===== config.mk =====
export PLATFORM = sky130hd
export DESIGN_NAME = apb_cmd_master
export DESIGN_NICKNAME = d
export VERILOG_FILES = /design/src/rtl/apb_cmd_master.sv
export SDC_FILE = /design/constraint.sdc
export NUM_CORES = 1
export LEC_CHECK = 0
export CAP_MARGIN = 5
export CORE_ASPECT_RATIO = 0.5
export CORE_MARGIN = 1
export CORE_UTILIZATION = 38
export CTS_CLUSTER_SIZE = 14
export DETAILED_ROUTE_END_ITERATION = 10
export GPL_TIMING_DRIVEN = 1
export PLACE_DENSITY = 0.86
export SLEW_MARGIN = 20
export SYNTH_ARGS = -nofsm -noshare
export SYNTH_HDL_FRONTEND = slang
export SYNTH_SLANG_ARGS = --single-unit
export TNS_END_PERCENT = 30

===== constraint.sdc =====
create_clock -name rclk -period 1.6 [get_ports rclk]
set_input_delay 0.16 -clock rclk [delete_from_list [all_inputs] [get_ports rclk]]
set_output_delay 0.16 -clock rclk [all_outputs]
set_load 0.1 [all_outputs]

===== src/rtl/apb_cmd_master.sv =====
// APB4 master stage of the ICB-to-APB bridge: pops one command, runs one SETUP/ACCESS
// transfer, pushes one response. Define APB_TIMEOUT_EN to enable the ACCESS-phase watchdog.
module apb_cmd_master #(
    parameter int ADDR_WIDTH     = 32,
    parameter int DATA_WIDTH     = 32,
    parameter int CMD_WIDTH      = 1 + DATA_WIDTH/8 + ADDR_WIDTH + DATA_WIDTH,
    parameter int TIMEOUT_CYCLES = 256
) (
    input  logic                    rclk,
    input  logic                    rst,
    input  logic                    cmd_empty,
    output logic                    cmd_ren,
    input  logic [CMD_WIDTH-1:0]    cmd_data,
    input  logic                    rsp_full,
    output logic                    rsp_wen,
    output logic [DATA_WIDTH:0]     rsp_data,
    output logic                    psel,
    output logic                    penable,
    output logic                    pwrite,
    output logic [ADDR_WIDTH-1:0]   paddr,
    output logic [DATA_WIDTH-1:0]   pwdata,
    output logic [DATA_WIDTH/8-1:0] pstrb,
    input  logic [DATA_WIDTH-1:0]   prdata,
    input  logic                    pready,
    input  logic                    pslverr,
    output logic                    busy
);

    localparam int STRB_WIDTH = DATA_WIDTH / 8;

    typedef enum logic [2:0] {
        IDLE   = 3'd0,
        FETCH  = 3'd1,
        SETUP  = 3'd2,
        ACCESS = 3'd3,
        RESP   = 3'd4
    } state_t;

    state_t state, state_nxt;

    logic                  cmd_write;
    logic [STRB_WIDTH-1:0] cmd_strb;
    logic [ADDR_WIDTH-1:0] cmd_addr;
    logic [DATA_WIDTH-1:0] cmd_wdata;
    logic [DATA_WIDTH:0]   rsp_reg;
    logic                  timeout;

    // Command word layout is {write, strb, addr, wdata}, MSB first.
    assign cmd_write = cmd_data[CMD_WIDTH-1];
    assign cmd_strb  = cmd_data[ADDR_WIDTH+DATA_WIDTH +: STRB_WIDTH];
    assign cmd_addr  = cmd_data[DATA_WIDTH +: ADDR_WIDTH];
    assign cmd_wdata = cmd_data[DATA_WIDTH-1:0];

`ifdef APB_TIMEOUT_EN
    localparam int CNT_W = $clog2(TIMEOUT_CYCLES + 1);

    logic [CNT_W-1:0] acc_cnt;

    // acc_cnt holds the number of ACCESS cycles already completed before this one.
    assign timeout = (state == ACCESS) && (acc_cnt == CNT_W'(TIMEOUT_CYCLES - 1));

    always_ff @(posedge rclk) begin
        if (rst) begin
            acc_cnt <= '0;
        end else if (state == FETCH) begin
            acc_cnt <= '0;
        end else if (state == ACCESS && !timeout) begin
            acc_cnt <= acc_cnt + CNT_W'(1);
        end
    end
`else
    assign timeout = 1'b0;
`endif

    always_comb begin
        state_nxt = state;
        cmd_ren   = 1'b0;
        rsp_wen   = 1'b0;
        case (state)
            IDLE: begin
                if (!cmd_empty && !rst) begin
                    cmd_ren   = 1'b1;
                    state_nxt = FETCH;
                end
            end
            FETCH:  state_nxt = SETUP;
            SETUP:  state_nxt = ACCESS;
            ACCESS: begin
                if (pready || timeout) begin
                    state_nxt = RESP;
                end
            end
            RESP: begin
                // A response still pending when reset arrives is dropped, never pushed.
                if (!rsp_full) begin
                    rsp_wen   = !rst;
                    state_nxt = IDLE;
                end
            end
            default: state_nxt = IDLE;
        endcase
    end

    always_ff @(posedge rclk) begin
        if (rst) begin
            state   <= IDLE;
            pwrite  <= 1'b0;
            paddr   <= '0;
            pwdata  <= '0;
            pstrb   <= '0;
            rsp_reg <= '0;
        end else begin
            state <= state_nxt;
            if (state == FETCH) begin
                pwrite <= cmd_write;
                paddr  <= cmd_addr;
                pwdata <= cmd_wdata;
                pstrb  <= cmd_write ? cmd_strb : '0;
            end
            if (state == ACCESS) begin
                if (pready) begin
                    rsp_reg <= {pslverr, pwrite ? '0 : prdata};
                end else if (timeout) begin
                    rsp_reg <= {1'b1, {DATA_WIDTH{1'b0}}};
                end
            end
        end
    end

    assign psel     = (state == SETUP) || (state == ACCESS);
    assign penable  = (state == ACCESS);
    assign busy     = (state != IDLE);
    assign rsp_data = rsp_reg;

endmodule


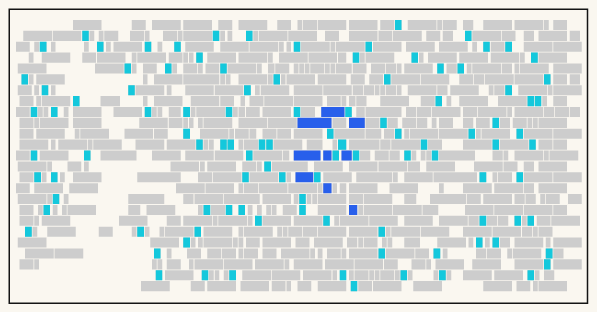
**Above:** gate-type map.
Scale: 4 px per µm.
family	color	cells	where
inverting AOI/OAI gates	cyan	104	widely spread
NOR gates	blue	9	center

==> summary.txt <==
run metrics: clk ins delay skew pair 340 ps, measured slew at the worst slew-check pin 422 ps, total I/O pin count 214, Final Util 0.787, die outline width 144 µm, number of instances in the synthesized netlist 470, stage-log warning count 28, antenna violation net count after detailed routing 0, antenna diode count 0, Total Routed Length 13900 µm, Post-Syn Area per Cell 8.18 µm², Final Power 7760 µW, clock share of power 0.310, number of max-slew violations in the final report 0, number of hold-slack violations in the final timing report 0, maximum clock frequency 629 MHz, clock transition at the registers of the reported paths 70 ps, top post-synthesis cells by count sky130_fd_sc_hd__nand2_1, sky130_fd_sc_hd__dfxtp_1, sky130_fd_sc_hd__a21oi_1, global placer's final weighted congestion 0.723, sum of negative setup slack 0 ps, CTS root buffer sky130_fd_sc_hd__clkbuf_16, drt via density 5.11, Worst Path Class, Setup reg -> out, chip area from the yosys synthesis statistics 0.00384 mm², Tot GR Track Use 0.255, number of buffers inserted during clock tree synthesis 9, 1st-iter DRT viols 217, worst min-delay path category in -> reg, Power Dens Cells 1020 mW/mm², count of buffers inserted at the top-level ports 213, overall via count from detail_route 4140, most frequent cell after synthesis sky130_fd_sc_hd__nand2_1, cell area after layout 0.00758 mm², shortest period the worst path allows 1590 ps, Static Leak 0.00277 µW, area delta synth->final 97.3%, sequential group share of total power 0.374, share of the yosys chip area belonging to registers 0.547, CTS tree done, run status completed, kind of launch point of the worst setup path register, fraction of registers with async set/reset 0, Max Clock Skew 8.42 ps, post-synthesis instance area 0.00384 mm², total congestion overflow after global routing 0, Gate Area 0.00158 mm², final-report setup violation count 0, count of H-tree levels built during CTS 3, sw frac 0.339, top-area cell type share of the netlist area 0.547
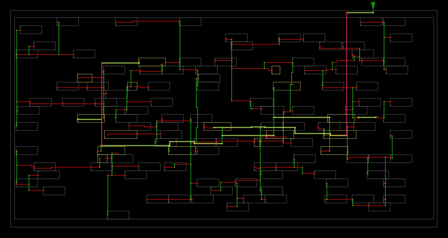
**Above:** clock routing.
sequential cells: 105
Clk. pwr: 2410 µW

critical path, stage by stage, from the launching register on:
cell                      delay, ps
sky130_fd_sc_hd__dfxtp_2        340
sky130_fd_sc_hd__buf_6          140
sky130_fd_sc_hd__nor2_4         120
sky130_fd_sc_hd__nor4b_4        270
sky130_fd_sc_hd__buf_12         220
placed cells by master (no fill, tap or decap), drive strengths merged, types with 2 or more instances in the layout:
| cell type | count |
|---|---|
| clkdlybuf4s50 | 105 |
| nand3b | 32 |
| a21oi | 103 |
| dfxtp | 105 |
| nor2 | 2 |
| nand2 | 169 |
| nor3b | 3 |
| buf | 124 |
| bufinv | 2 |
| nand3 | 5 |
| clkinv | 2 |
| clkbuf | 10 |
| inv | 2 |
state kept, by name, indices dropped and copies added, names as in the netlist:
register / cells
pstrb: 4
rsp_data: 33
pwdata: 32
pwrite: 1
paddr: 32
state: 3
timing repair:
action | in CTS | in global routing
setup endpoints to repair | 3 | 7
pin swaps | 2 | 2
hold buffers | 0 | 0
setup buffers | 1 | 3
resized | 4 | 6
cell families (layout without fill, tap and decap cells):
family                 after synthesis  in the layout  synth area share
DFF                                105            105             0.547
AOI/OAI and AO/OA                  104            104             0.136
and+or+nand+nor                    220            220             0.262
buffers and inverters               41            246            0.0550
per-layer routing:
layer  global-route usage  up-vias  routed length (µm)
met5                    0        -                   0
met4                0.149        0                 595
met3               0.0787       49                1000
met2                0.494      183                7490
met1                0.243     1968                4840
li1                     -     1940                   -
power groups by stage:
stage / sequential [µW] / clock [µW] / combinational (µW)
after floorplan: 3820 / 0 / 483
final: 2900 / 2410 / 2440
after CTS: 2900 / 2450 / 2420
after global routing: 2920 / 2540 / 2520
after global placement: 2950 / 0 / 2360
after detailed placement: 2960 / 0 / 2400
path summary, 6_finish.rpt:
| check | from | to | slack, ps | depth (start not counted) |
|---|---|---|---|---|
| worst min-delay path | rst | rsp_data[2] | 250 | 2 |
| worst max-delay path | state[1] | cmd_ren | 10 | 4 |
| worst max register to register | state[0] | paddr[13] | 50 | 6 |
| worst min register to register | rsp_data[5] | rsp_data[5] | 490 | 2 |
cell type report:
class,count,share of cell area
clock inverters,6,0.0119
inverters,1,0.000495
flip-flops and latches,105,0.278
well taps,135,0.0223
clock buffers,10,0.0315
multi-input cells,324,0.208
repair buffers,229,0.448
per-stage QoR:
step / setup WS [ps] / hold slack [ps] / std cells
finish: 11.4 / 252 / 810
global route: -31.6 / 257 / 810
CTS: 0.0568 / 236 / 807
detailed placement: 88.2 / 481 / 790
global placement: 184 / 475 / 790
floorplan: -283 / 296 / 470
Power figures rest on the tool's default switching activity, not on a simulated workload.
